## config.mk

```make
export PLATFORM = sky130hd
export DESIGN_NAME = alu_ctrl
export DESIGN_NICKNAME = d
export VERILOG_FILES = /design/src/rtl/alu_ctrl_pkg.sv /design/src/rtl/alu_ctrl_alu.sv /design/src/rtl/alu_ctrl.sv
export SDC_FILE = /design/constraint.sdc
export NUM_CORES = 1
export LEC_CHECK = 0
export CORE_MARGIN = 4
export CORE_UTILIZATION = 30
export CTS_CLUSTER_SIZE = 14
export DETAILED_ROUTE_END_ITERATION = 10
export SLEW_MARGIN = 20
export SYNTH_ARGS = -nofsm -noshare
export SYNTH_HDL_FRONTEND = slang
export SYNTH_SLANG_ARGS = --single-unit
```

## constraint.sdc

```tcl
create_clock -name clk -period 7 [get_ports clk]
set_clock_uncertainty 0.2 [all_clocks]
set_input_delay 2.1 -clock clk [delete_from_list [all_inputs] [get_ports clk]]
set_output_delay 2.1 -clock clk [all_outputs]
set_load 0.005 [all_outputs]
```

## src/rtl/alu_ctrl_pkg.sv

```systemverilog
// Shared definitions for alu_ctrl: FSM states, ALU op codes, instruction field positions.
// Latency: n/a (types and constants only).
// Backpressure: n/a.
package alu_ctrl_pkg;

  // Instruction layout: [9] li, [8:7] op, [6:5] rd, [4] reserved, [3:2] rs1, [1:0] rs2
  localparam int INSTR_W  = 10;
  localparam int LI_BIT   = 9;
  localparam int OP_MSB   = 8;
  localparam int OP_LSB   = 7;
  localparam int RD_MSB   = 6;
  localparam int RD_LSB   = 5;
  localparam int RSVD_BIT = 4;
  localparam int RS1_MSB  = 3;
  localparam int RS1_LSB  = 2;
  localparam int RS2_MSB  = 1;
  localparam int RS2_LSB  = 0;
  // Immediate overlays rs1/rs2 when li=1
  localparam int IMM_MSB  = 3;
  localparam int IMM_LSB  = 0;

  typedef enum logic [1:0] {
    ST_IDLE = 2'd0,
    ST_EXEC = 2'd1,
    ST_WB   = 2'd2
  } state_t;

  typedef enum logic [1:0] {
    OP_ADD    = 2'd0,
    OP_ADDINC = 2'd1,
    OP_AND    = 2'd2,
    OP_OR     = 2'd3
  } op_t;

endpackage

```

## src/rtl/alu_ctrl_alu.sv

```systemverilog
// Combinational W-bit ALU: add, add+1, and, or; sums wrap modulo 2**W.
// Latency: 0 cycles (pure combinational).
// Backpressure: none; output follows inputs.
module alu_ctrl_alu
  import alu_ctrl_pkg::*;
#(
  parameter int W = 4
) (
  input  op_t          i_op,
  input  logic [W-1:0] i_a,
  input  logic [W-1:0] i_b,
  output logic [W-1:0] o_y
);

  localparam logic [W-1:0] ONE = {{(W-1){1'b0}}, 1'b1};

  // Operation select; carries are dropped by the W-bit result width
  always_comb begin
    o_y = '0;
    case (i_op)
      OP_ADD:    o_y = i_a + i_b;
      OP_ADDINC: o_y = i_a + i_b + ONE;
      OP_AND:    o_y = i_a & i_b;
      OP_OR:     o_y = i_a | i_b;
      default:   o_y = '0;
    endcase
  end

endmodule

```

## src/rtl/alu_ctrl.sv

```systemverilog
// One-at-a-time instruction engine: 4-entry register file + ALU, IDLE -> EXEC -> WB.
// Latency: accepted at edge N, register written and result valid after edge N+1; >= 3 cycles/instr.
// Backpressure: result held in WB until out_ready; in_ready only in IDLE, no input queueing.
module alu_ctrl
  import alu_ctrl_pkg::*;
#(
  parameter int W    = 4,
  parameter int NREG = 4
) (
  input  logic               clk,
  input  logic               rst,
  input  logic               in_valid,
  output logic               in_ready,
  input  logic [INSTR_W-1:0] in_instr,
  output logic               out_valid,
  input  logic               out_ready,
  output logic [1:0]         out_rd,
  output logic [W-1:0]       out_data
);

  state_t             r_state;
  logic [INSTR_W-1:0] r_instr;
  logic [W-1:0]       r_regs [NREG];
  logic               r_out_valid;
  logic [1:0]         r_out_rd;
  logic [W-1:0]       r_out_data;

  logic               w_li;
  op_t                w_op;
  logic [1:0]         w_rd;
  logic [1:0]         w_rs1;
  logic [1:0]         w_rs2;
  logic [W-1:0]       w_imm;
  logic [W-1:0]       w_a;
  logic [W-1:0]       w_b;
  logic [W-1:0]       w_alu_y;
  logic [W-1:0]       w_result;
  logic               w_unused_rsvd;

  // Field decode of the captured instruction
  assign w_li          = r_instr[LI_BIT];
  assign w_op          = op_t'(r_instr[OP_MSB:OP_LSB]);
  assign w_rd          = r_instr[RD_MSB:RD_LSB];
  assign w_rs1         = r_instr[RS1_MSB:RS1_LSB];
  assign w_rs2         = r_instr[RS2_MSB:RS2_LSB];
  assign w_imm         = r_instr[IMM_MSB:IMM_LSB];
  assign w_unused_rsvd = r_instr[RSVD_BIT];

  // Operands come straight from the register array, so a write to rd in the
  // same EXEC edge never affects this instruction's own sources.
  assign w_a = r_regs[w_rs1];
  assign w_b = r_regs[w_rs2];

  alu_ctrl_alu #(
    .W (W)
  ) u_alu (
    .i_op (w_op),
    .i_a  (w_a),
    .i_b  (w_b),
    .o_y  (w_alu_y)
  );

  // Load-immediate bypasses the ALU and ignores op
  assign w_result = w_li ? w_imm : w_alu_y;

  assign in_ready  = (r_state == ST_IDLE);
  assign out_valid = r_out_valid;
  assign out_rd    = r_out_rd;
  assign out_data  = r_out_data;

  // Control FSM, register-file write and registered write-back outputs
  always_ff @(posedge clk or posedge rst) begin
    if (rst) begin
      r_state     <= ST_IDLE;
      r_instr     <= '0;
      r_out_valid <= 1'b0;
      r_out_rd    <= '0;
      r_out_data  <= '0;
      for (int i = 0; i < NREG; i++) begin
        r_regs[i] <= '0;
      end
    end else begin
      case (r_state)
        ST_IDLE: begin
          if (in_valid) begin
            r_instr <= in_instr;
            r_state <= ST_EXEC;
          end
        end
        ST_EXEC: begin
          r_regs[w_rd] <= w_result;
          r_out_rd     <= w_rd;
          r_out_data   <= w_result;
          r_out_valid  <= 1'b1;
          r_state      <= ST_WB;
        end
        ST_WB: begin
          if (out_ready) begin
            r_out_valid <= 1'b0;
            r_state     <= ST_IDLE;
          end
        end
        default: begin
          r_state <= ST_IDLE;
        end
      endcase
    end
  end

endmodule

```

Nets reached from selected ports:
Scale bar: 20 um.
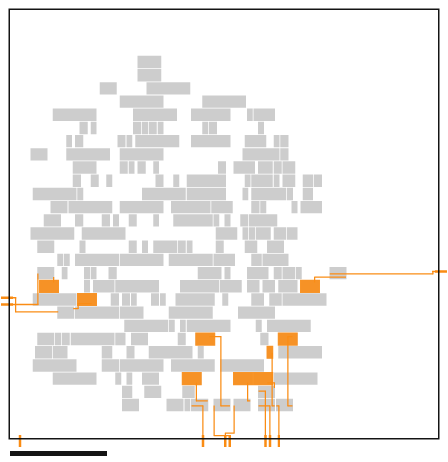
- orange: `in_instr` (bits 10; direction input; end cells 9; buffers 9; wire 170 um)
IO Pins: 22
IO Port Bufs: 20

Routing congestion:
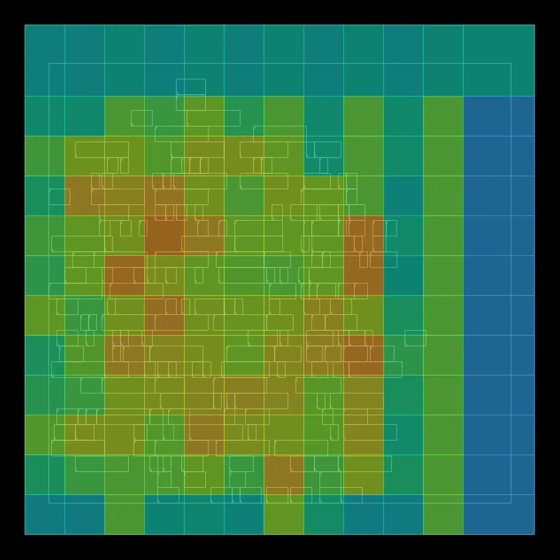
fin util: 37.2%
GR Util met1: 13.8%
met2 usage: 16.7%
drt wl/cell: 12.8 um

[area by class of cell]
class                      count  area [um2]  area share (%)
timing repair buffer          21         208            9.17
clock buffer                   7        86.3            3.81
clock inverter                 1        5.00           0.221
inverter                      14        52.6            2.32
multi-input combinational    121         968            42.8
tap                           75        93.8            4.14
sequential                    34         851            37.6
[per-layer routing]
layer	wire, um	track usage (%)	part of all wire, %
met5	0	0	0
met4	70	4.53	2.0
met3	92	2.61	2.6
met2	1670	16.7	48
met1	1660	13.8	48
[cell usage after synthesis, drive strengths merged (3+ instances only)]
cell	count	area [um2]
dfrtp	34	851
a21oi	18	93.8
nor2	18	67.6
nand2	16	60.1
inv	14	52.6
o21ai	11	55.1
ha	9	113
mux2	8	90.1
mux4	8	180
buf	5	33.8
a211oi	3	22.5
nand2b	3	18.8
nand3	3	15.0
==> results.txt <==
run results: status finished, final reports clean, CP Cell Sequence nor2_1 > clkdlybuf4s50_1, Pre-Place Util about a third, most frequent logic cells in the routed design 34 x dfrtp_1, 20 x clkdlybuf4s50_1, 18 x nor2_1, fmax between 200 and 300 MHz, Post-synth ARST share 100%, Sum Neg Setup Slack 0 ps, final net count approximately 220, Distinct lib cells used between 40 and 50, total track usage a little over a tenth, grt ovf 0, DP Area between 0.002 and 0.0025 mm2, syn_nets approximately 200, Area growth, synth to finish 17.2%, Critical R2R Launch r_instr[2]$_DFFE_PP0P_, CP top delay family buffers and inverters, ANT cells 0, Top logic family AND-OR/OR-AND gates, MaxCap Viol Count 0
